Figure 1. The metal 1 layer.
The bar under the picture is 10 um long. Cells faint in the background.
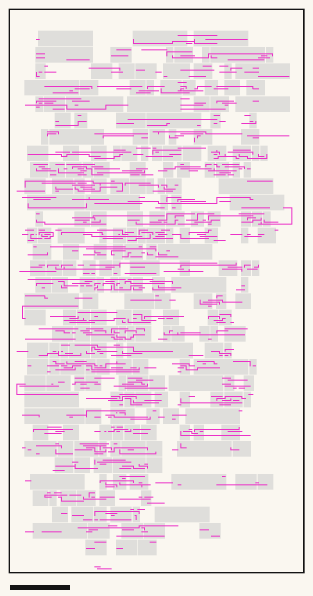
Figure 2. Metal 2.
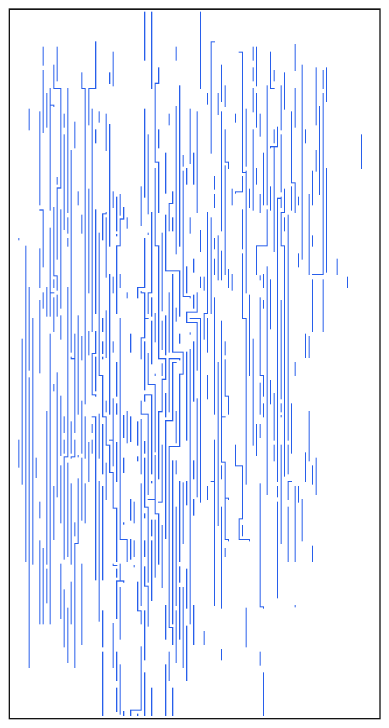
Figure 3. Met3 routing.
The bar under the picture is 10 um long.
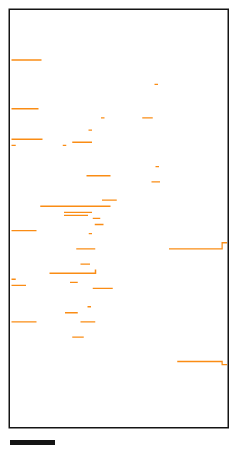
Figure 4. M4 wires.
The bar under the picture is 10 um long.
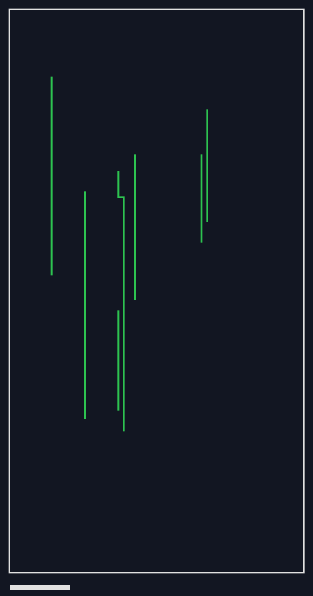
`config.mk`:
```
export PLATFORM = sky130hd
export DESIGN_NAME = lock_auto_operator
export DESIGN_NICKNAME = d
export VERILOG_FILES = /design/src/rtl/lock_auto_operator.sv
export SDC_FILE = /design/constraint.sdc
export NUM_CORES = 1
export LEC_CHECK = 0
export CORE_ASPECT_RATIO = 2
export CORE_MARGIN = 2
export CORE_UTILIZATION = 45
export CTS_CLUSTER_DIAMETER = 40
export DETAILED_ROUTE_END_ITERATION = 6
export PLACE_DENSITY = 0.69
export SYNTH_ARGS = -nofsm -noshare
export SYNTH_HDL_FRONTEND = slang
export SYNTH_SLANG_ARGS = --single-unit
```
`constraint.sdc`:
```
create_clock -name clk -period 3.1 [get_ports clk]
set_clock_uncertainty 0.1 [all_clocks]
set_input_delay 0.62 -clock clk [delete_from_list [all_inputs] [get_ports clk]]
set_output_delay 0.62 -clock clk [all_outputs]
set_load 0.02 [all_outputs]
```
`src/rtl/lock_auto_operator.sv`:
```
// Automatic lockage sequencer for the canal lock: drives controlMain's gate and
// water commands from its status lights so one boat passes in either direction.
module lock_auto_operator #(
    parameter int TIMEOUT_CYC = 1000,
    parameter int SETTLE_CYC  = 4,
    parameter int CNT_W       = 16
) (
    input  logic       clk,
    input  logic       reset,
    input  logic       auto_en,
    input  logic       dir,
    input  logic       arr_li,
    input  logic       occupied,
    input  logic       gate1_li,
    input  logic       gate2_li,
    input  logic       water_high,
    input  logic       water_low,
    input  logic       fault_clr,
    output logic       gate1_sw,
    output logic       gate2_sw,
    output logic       w_up,
    output logic       w_down,
    output logic       busy,
    output logic       done,
    output logic       fault,
    output logic [3:0] state_o
);

    typedef enum logic [3:0] {
        IDLE      = 4'd0,
        EQ_IN     = 4'd1,
        OPEN_IN   = 4'd2,
        WAIT_IN   = 4'd3,
        CLOSE_IN  = 4'd4,
        SETTLE    = 4'd5,
        EQ_OUT    = 4'd6,
        OPEN_OUT  = 4'd7,
        WAIT_OUT  = 4'd8,
        CLOSE_OUT = 4'd9,
        DONE      = 4'd10,
        FAULT     = 4'd15
    } state_t;

    localparam logic [CNT_W-1:0] TMO_LAST = CNT_W'(TIMEOUT_CYC - 1);
    localparam logic [CNT_W-1:0] SET_LAST = CNT_W'(SETTLE_CYC - 1);

    state_t           state, state_n;
    logic [CNT_W-1:0] cnt, cnt_n;
    logic             dir_q, dir_n;
    logic             lvl_in, lvl_out;
    logic             timed, tmo;
    logic             g1_n, g2_n, up_n, dn_n;
    logic             busy_n, done_n, fault_n;

    always_ff @(posedge clk or negedge reset) begin
        if (!reset) begin
            state    <= IDLE;
            cnt      <= '0;
            dir_q    <= 1'b0;
            gate1_sw <= 1'b0;
            gate2_sw <= 1'b0;
            w_up     <= 1'b0;
            w_down   <= 1'b0;
            busy     <= 1'b0;
            done     <= 1'b0;
            fault    <= 1'b0;
        end else begin
            state    <= state_n;
            cnt      <= cnt_n;
            dir_q    <= dir_n;
            gate1_sw <= g1_n;
            gate2_sw <= g2_n;
            w_up     <= up_n;
            w_down   <= dn_n;
            busy     <= busy_n;
            done     <= done_n;
            fault    <= fault_n;
        end
    end

    assign state_o = state;

    always_comb begin
        state_n = state;
        // Direction is captured only on the IDLE exit; levels below use the
        // direction that will be in force next cycle so EQ_IN's first command is right.
        dir_n   = (state == IDLE && auto_en && arr_li) ? dir : dir_q;
        lvl_in  = dir_n ? water_low  : water_high;
        lvl_out = dir_n ? water_high : water_low;
        timed   = (state inside {EQ_IN, OPEN_IN, WAIT_IN, CLOSE_IN,
                                 EQ_OUT, OPEN_OUT, WAIT_OUT, CLOSE_OUT});
        tmo     = timed && (cnt == TMO_LAST);

        case (state)
            IDLE:      if (auto_en && arr_li)     state_n = EQ_IN;
            EQ_IN:     if (lvl_in)                state_n = OPEN_IN;
            OPEN_IN:   if (gate1_li)              state_n = WAIT_IN;
            WAIT_IN:   if (occupied && !arr_li)   state_n = CLOSE_IN;
            CLOSE_IN:  if (!gate1_li)             state_n = SETTLE;
            SETTLE:    if (cnt >= SET_LAST)       state_n = EQ_OUT;
            EQ_OUT:    if (lvl_out)               state_n = OPEN_OUT;
            OPEN_OUT:  if (gate2_li)              state_n = WAIT_OUT;
            WAIT_OUT:  if (!occupied)             state_n = CLOSE_OUT;
            CLOSE_OUT: if (!gate2_li)             state_n = DONE;
            DONE:                                 state_n = IDLE;
            FAULT:     if (fault_clr)             state_n = IDLE;
            default:                              state_n = IDLE;
        endcase

        // A handshake that stalls on its last allowed cycle lands in FAULT on the next edge.
        if (state_n == state && tmo)
            state_n = FAULT;

        if (state_n != state)
            cnt_n = '0;
        else if (timed || state == SETTLE)
            cnt_n = cnt + 1'b1;
        else
            cnt_n = cnt;

        g1_n = (state_n inside {OPEN_IN, WAIT_IN});
        g2_n = (state_n inside {OPEN_OUT, WAIT_OUT});
        up_n = (state_n == EQ_IN  && !dir_n && !lvl_in) ||
               (state_n == EQ_OUT &&  dir_n && !lvl_out);
        dn_n = (state_n == EQ_IN  &&  dir_n && !lvl_in) ||
               (state_n == EQ_OUT && !dir_n && !lvl_out);

        // Interlock: a water command always wins over any gate command.
        if (up_n || dn_n) begin
            g1_n = 1'b0;
            g2_n = 1'b0;
        end
        if (g1_n && g2_n)
            g2_n = 1'b0;
        if (up_n && dn_n) begin
            up_n = 1'b0;
            dn_n = 1'b0;
        end

        busy_n  = (state_n != IDLE);
        done_n  = (state_n == DONE);
        fault_n = (state_n == FAULT);
    end

endmodule
```
==> flow_summary_export.csv <==
group,metric,value,unit
route,wl_per_cell,16.11,um
layout,drive_gt1_frac,0.2346,
logic_synthesis,synth.area.top_cells,"dfrtp_1 (39%), nor3_1 (4.2%), nor2_1 (4.0%)",
power_and_ir_drop,p_sw_frac,0.4059,
worst_setup_path,reg2reg_depth,8,
logic_synthesis,ys_top_logic_family,"simple AND/OR/NAND/NOR gates",
status,outcome,"finished, final reports clean",
clock_tree,tritoncts,"done",
route,route.met3.wl,136,um
layout,clkCellAreaFrac,0.02928,
layout,final-seq-area,704.4,um2
grt,grt_pass1_wl,8562,um
min_path,hold_end,"cnt[13]$_DFFE_PN0P_",
power_and_ir_drop,ir_worst_vdd,0.6057,mV
route,highest_layer,"met4",
layout,layout_top_cell,"buf_4",
clock_tree,clock_latency,280,ps
grt,use_met1,0.2277,
route,vias,1775,
layout,design_area,2436,um2
worst_setup_path,r2r_slack,130,ps
grt,first_global_vias,1911,
place,post_dp_cell_area,2321,um2
final_timing,maxSlewViolCount,0,
About Figure 1:
main direction: horizontal
wire length on this layer: 1,730 um

About Figure 2:
main direction: vertical
wire length on this layer: 2,960 um

About Figure 3:
share of all routed wire: 2.7%
longest straight run: 15.4 um

About Figure 4:
longest straight run: 38.6 um
main direction: vertical
share of all routed wire: 3.7%
nets with wire on the layer: 7

